<file path="src/rtl/fmdll_m_counter_if.sv">
// fmdll_m_counter_if
//   Bundles the ratio-control and count signals of the FMDLL M counter.
//   master : the ratio controller. It drives en, m_load and m_req, and it
//            observes the count outputs.
//   slave  : the counter itself. It receives the controls and drives M,
//            M_counter, wrap, sel_ref, m_busy and m_err.
interface fmdll_m_counter_if;
  logic       en;         // count enable
  logic       m_load;     // one-cycle ratio change request
  logic [1:0] m_req;      // requested ratio (1..3 legal)
  logic [1:0] M;          // active ratio to the divide-by-M stage
  logic [1:0] M_counter;  // current phase count, 0..M
  logic       wrap;       // one-cycle pulse when the count returns to 0
  logic       sel_ref;    // reference-injection select for the delay line
  logic       m_busy;     // ratio update pending
  logic       m_err;      // sticky illegal-request flag

  modport master (
    output en, m_load, m_req,
    input  M, M_counter, wrap, sel_ref, m_busy, m_err
  );

  modport slave (
    input  en, m_load, m_req,
    output M, M_counter, wrap, sel_ref, m_busy, m_err
  );
endinterface

</file>
<file path="src/rtl/fmdll_m_counter.sv">
// fmdll_m_counter
//   Programmable modulo counter for the FMDLL divide-by-M stage. The counter
//   cycles 0..M on clk_ext. A ratio change can be requested at any time, but
//   it takes effect only at a count boundary. The boundaries are a wrap in
//   RUN, or any edge in IDLE or ALIGN. Because of this the divider never sees
//   a truncated or stretched period.
// Ports
//   clk_ext : external reference clock. All state changes on its rising edge.
//   rst_n   : asynchronous, active-low reset.
//   bus     : slave side of fmdll_m_counter_if
//             (en, m_load, m_req in; M, M_counter, wrap, sel_ref, m_busy, m_err out)
// Parameters
//   M_RST   : ratio loaded at reset (legal values 1..3)
module fmdll_m_counter #(
  parameter logic [1:0] M_RST = 2'd2
) (
  input  logic                clk_ext,
  input  logic                rst_n,
  fmdll_m_counter_if.slave    bus
);

  typedef enum logic [1:0] {
    IDLE  = 2'd0,
    ALIGN = 2'd1,
    RUN   = 2'd2
  } state_t;

  state_t     state, state_nx;

  logic [1:0] m_cur,   m_nx;
  logic [1:0] cnt,     cnt_nx;
  logic [1:0] m_pend,  pend_nx;
  logic       wrap_r,  wrap_nx;
  logic       sel_r,   sel_nx;
  logic       busy_r,  busy_nx;
  logic       err_r,   err_nx;

  logic       at_top;
  logic       apply;
  logic       req_ok;
  logic       req_bad;

  // State and output registers. Every output is taken straight from a flop.
  always_ff @(posedge clk_ext or negedge rst_n) begin
    if (!rst_n) begin
      state  <= IDLE;
      m_cur  <= M_RST;
      cnt    <= 2'd0;
      m_pend <= M_RST;
      wrap_r <= 1'b0;
      sel_r  <= 1'b0;
      busy_r <= 1'b0;
      err_r  <= 1'b0;
    end else begin
      state  <= state_nx;
      m_cur  <= m_nx;
      cnt    <= cnt_nx;
      m_pend <= pend_nx;
      wrap_r <= wrap_nx;
      sel_r  <= sel_nx;
      busy_r <= busy_nx;
      err_r  <= err_nx;
    end
  end

  // Next-state decode
  always_comb begin
    state_nx = state;
    case (state)
      IDLE:    if (bus.en) state_nx = ALIGN;
      ALIGN:   state_nx = bus.en ? RUN : IDLE;
      RUN:     if (!bus.en) state_nx = IDLE;
      default: state_nx = IDLE;
    endcase
  end

  // Output and datapath decode
  always_comb begin
    // A wrap happens only when RUN continues through the top count. Dropping
    // en at the top count returns to IDLE without a wrap pulse.
    at_top  = (state == RUN) && bus.en && (cnt == m_cur);
    req_ok  = bus.m_load && (bus.m_req != 2'd0);
    req_bad = bus.m_load && (bus.m_req == 2'd0);

    // The count is 0 at every point where the ratio can change, so a smaller
    // ratio can never leave the count above M.
    apply   = busy_r && ((state == IDLE) || (state == ALIGN) || at_top);

    if ((state == RUN) && bus.en)
      cnt_nx = at_top ? 2'd0 : cnt + 2'd1;
    else
      cnt_nx = 2'd0;

    wrap_nx = at_top;
    sel_nx  = (state_nx == RUN) && (cnt_nx == 2'd0);

    // The pending value is applied before a same-edge request replaces it.
    // A new request therefore waits for the next boundary.
    m_nx    = apply ? m_pend : m_cur;
    pend_nx = req_ok ? bus.m_req : m_pend;

    if (req_ok)     busy_nx = 1'b1;
    else if (apply) busy_nx = 1'b0;
    else            busy_nx = busy_r;

    if (req_ok)       err_nx = 1'b0;
    else if (req_bad) err_nx = 1'b1;
    else              err_nx = err_r;
  end

  assign bus.M         = m_cur;
  assign bus.M_counter = cnt;
  assign bus.wrap      = wrap_r;
  assign bus.sel_ref   = sel_r;
  assign bus.m_busy    = busy_r;
  assign bus.m_err     = err_r;

endmodule

</file>
<file path="src/flat_wrapper.sv">
// flat-port wrapper written by rule: the top's interface ports become plain ports
module fmdll_m_counter_flat 
#(
  parameter logic [1:0] M_RST = 2'd2
)
  (clk_ext, rst_n, bus_en, bus_m_load, bus_m_req, bus_M, bus_M_counter, bus_wrap, bus_sel_ref, bus_m_busy, bus_m_err);
  fmdll_m_counter_if bus_i ();
  input  logic clk_ext;
  input  logic rst_n;
  input wire logic [$bits(bus_i.en)-1:0] bus_en;
  input wire logic [$bits(bus_i.m_load)-1:0] bus_m_load;
  input wire logic [$bits(bus_i.m_req)-1:0] bus_m_req;
  output wire logic [$bits(bus_i.M)-1:0] bus_M;
  output wire logic [$bits(bus_i.M_counter)-1:0] bus_M_counter;
  output wire logic [$bits(bus_i.wrap)-1:0] bus_wrap;
  output wire logic [$bits(bus_i.sel_ref)-1:0] bus_sel_ref;
  output wire logic [$bits(bus_i.m_busy)-1:0] bus_m_busy;
  output wire logic [$bits(bus_i.m_err)-1:0] bus_m_err;
  assign bus_i.en = bus_en;
  assign bus_i.m_load = bus_m_load;
  assign bus_i.m_req = bus_m_req;
  assign bus_M = bus_i.M;
  assign bus_M_counter = bus_i.M_counter;
  assign bus_wrap = bus_i.wrap;
  assign bus_sel_ref = bus_i.sel_ref;
  assign bus_m_busy = bus_i.m_busy;
  assign bus_m_err = bus_i.m_err;
  fmdll_m_counter #(.M_RST(M_RST)) u_core (.clk_ext(clk_ext), .rst_n(rst_n), .bus(bus_i));
endmodule
</file>
<file path="config.mk">
export PLATFORM = sky130hd
export DESIGN_NAME = fmdll_m_counter_flat
export DESIGN_NICKNAME = d
export VERILOG_FILES = /design/src/rtl/fmdll_m_counter_if.sv /design/src/rtl/fmdll_m_counter.sv /design/src/flat_wrapper.sv
export SDC_FILE = /design/constraint.sdc
export NUM_CORES = 1
export LEC_CHECK = 0
export CORE_MARGIN = 3
export CORE_UTILIZATION = 40
export DETAILED_ROUTE_END_ITERATION = 16
export PLACE_DENSITY_LB_ADDON = 0.1
export SYNTH_ARGS = -nofsm -noshare
export SYNTH_HDL_FRONTEND = slang
export SYNTH_SLANG_ARGS = --single-unit
</file>
<file path="constraint.sdc">
create_clock -name clk_ext -period 1.5 [get_ports clk_ext]
set_clock_uncertainty 0.1 [all_clocks]
set_input_delay 0.3 -clock clk_ext [delete_from_list [all_inputs] [get_ports clk_ext]]
set_output_delay 0.3 -clock clk_ext [all_outputs]
set_load 0.005 [all_outputs]
</file>
==> summary.txt <==
flow finished, numbers: status=finished with violations, violated checks=setup timing, Sink Count=12, area of placed instances=769.5 um^2, Flop area=302.8 um^2, Syn Nets=57, Pre-Repair DR Iteration Count=3, first-pass GRT wire length=2021 um, pre-CTS setup slack=-295.0 ps, core area=1201 um^2, Gate Area=290.3 um^2, Worst Setup Start Kind=flop, I/O pin cnt=14, initial antenna violation count=0, Final Hold Viols=0, Worst path depth=5, Top Layer Used=met4, max_slew headroom=0.7233, routability cong.=0.7336, Worst Slack Setup Final=-58.67 ps, fill count=94, most frequent logic cells in the routed design=10 x buf_4, 10 x dfrtp_1, 9 x nand2_1, Seq pwr share=0.413, total placed cells including tap cells=86, R2R cell count=5, Most Crowded Layer GR=met2, WP data arrival=1650 ps, Root Driver=clkbuf_4, PortBufs=13, Setup TNS=-86.69 ps, RSZ-0062 raised after global routing=yes, Tot GR Track Use=0.1488, crit path max fanout=3, Leak=0.4522 nW, met2 WL=686 um, Seq cells=12, Antenna Nets Post-Route=0, final non-filler cell total=93, Initial Utilization=0.4594, CP max-delay cell=or4b_4, Fin Hold WS=236.6 ps, CTS H-tree depth=1, synth warn=0, Tmin final=1559 ps, Residual DRC=0, min-delay worst type=input pin to async pin, share of layout cells above drive strength 1=0.3544, grt met3 use=0.02542, met3 wire length=62 um, Tap Cells=14, post-synthesis cell type count=20, final setup violating endpoints=2, grt met1 use=0.1852, Max Fclk=641.6 MHz, Largest type area fraction=0.4535
==> power by group through the flow <==
| stage | registers (W) | clock network, W | logic [W] |
|---|---|---|---|
| floorplan | 0.000435 | 0 | 0.000179 |
| global placement | 0.000428 | 0 | 0.000341 |
| detailed placement | 0.000432 | 0 | 0.000344 |
| CTS | 0.000421 | 0.000198 | 0.000381 |
| global route | 0.000436 | 0.000212 | 0.000461 |
| finish | 0.000428 | 0.000190 | 0.000419 |
==> cells by family (layout without fill, tap and decap cells) <==
kind of cell	count (synthesis)	after routing	share of synthesized area
AND/OR/NAND/NOR	15	15	0.1791
XOR/XNOR	3	3	0.04763
AND-OR/OR-AND	16	16	0.1746
buffers and inverters	4	32	0.02947
multiplexers	1	1	0.02041
flip-flops	12	12	0.5488
**Signal wires on met1**

Supply wires on this layer in gray.
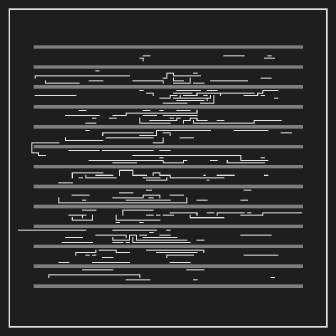
main direction	horizontal
nets with wire on the layer	70

**Met2 routing**

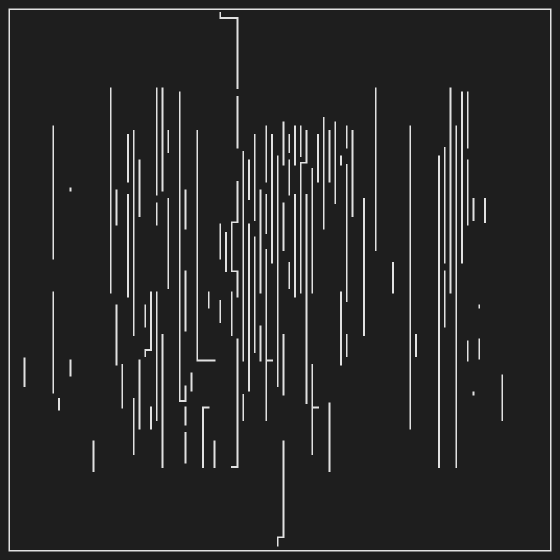
main direction	vertical
share of all routed wire	54%

**Signal wires on met3**

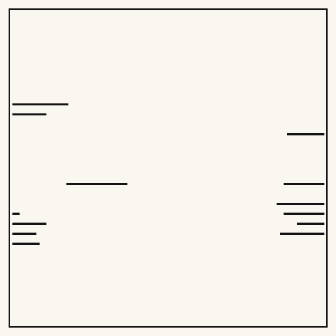
longest straight run	8.00 um
share of all routed wire	4.9%
main direction	horizontal
nets with wire on the layer	12

No activity file was given, so power comes from the tool's default toggle rates.
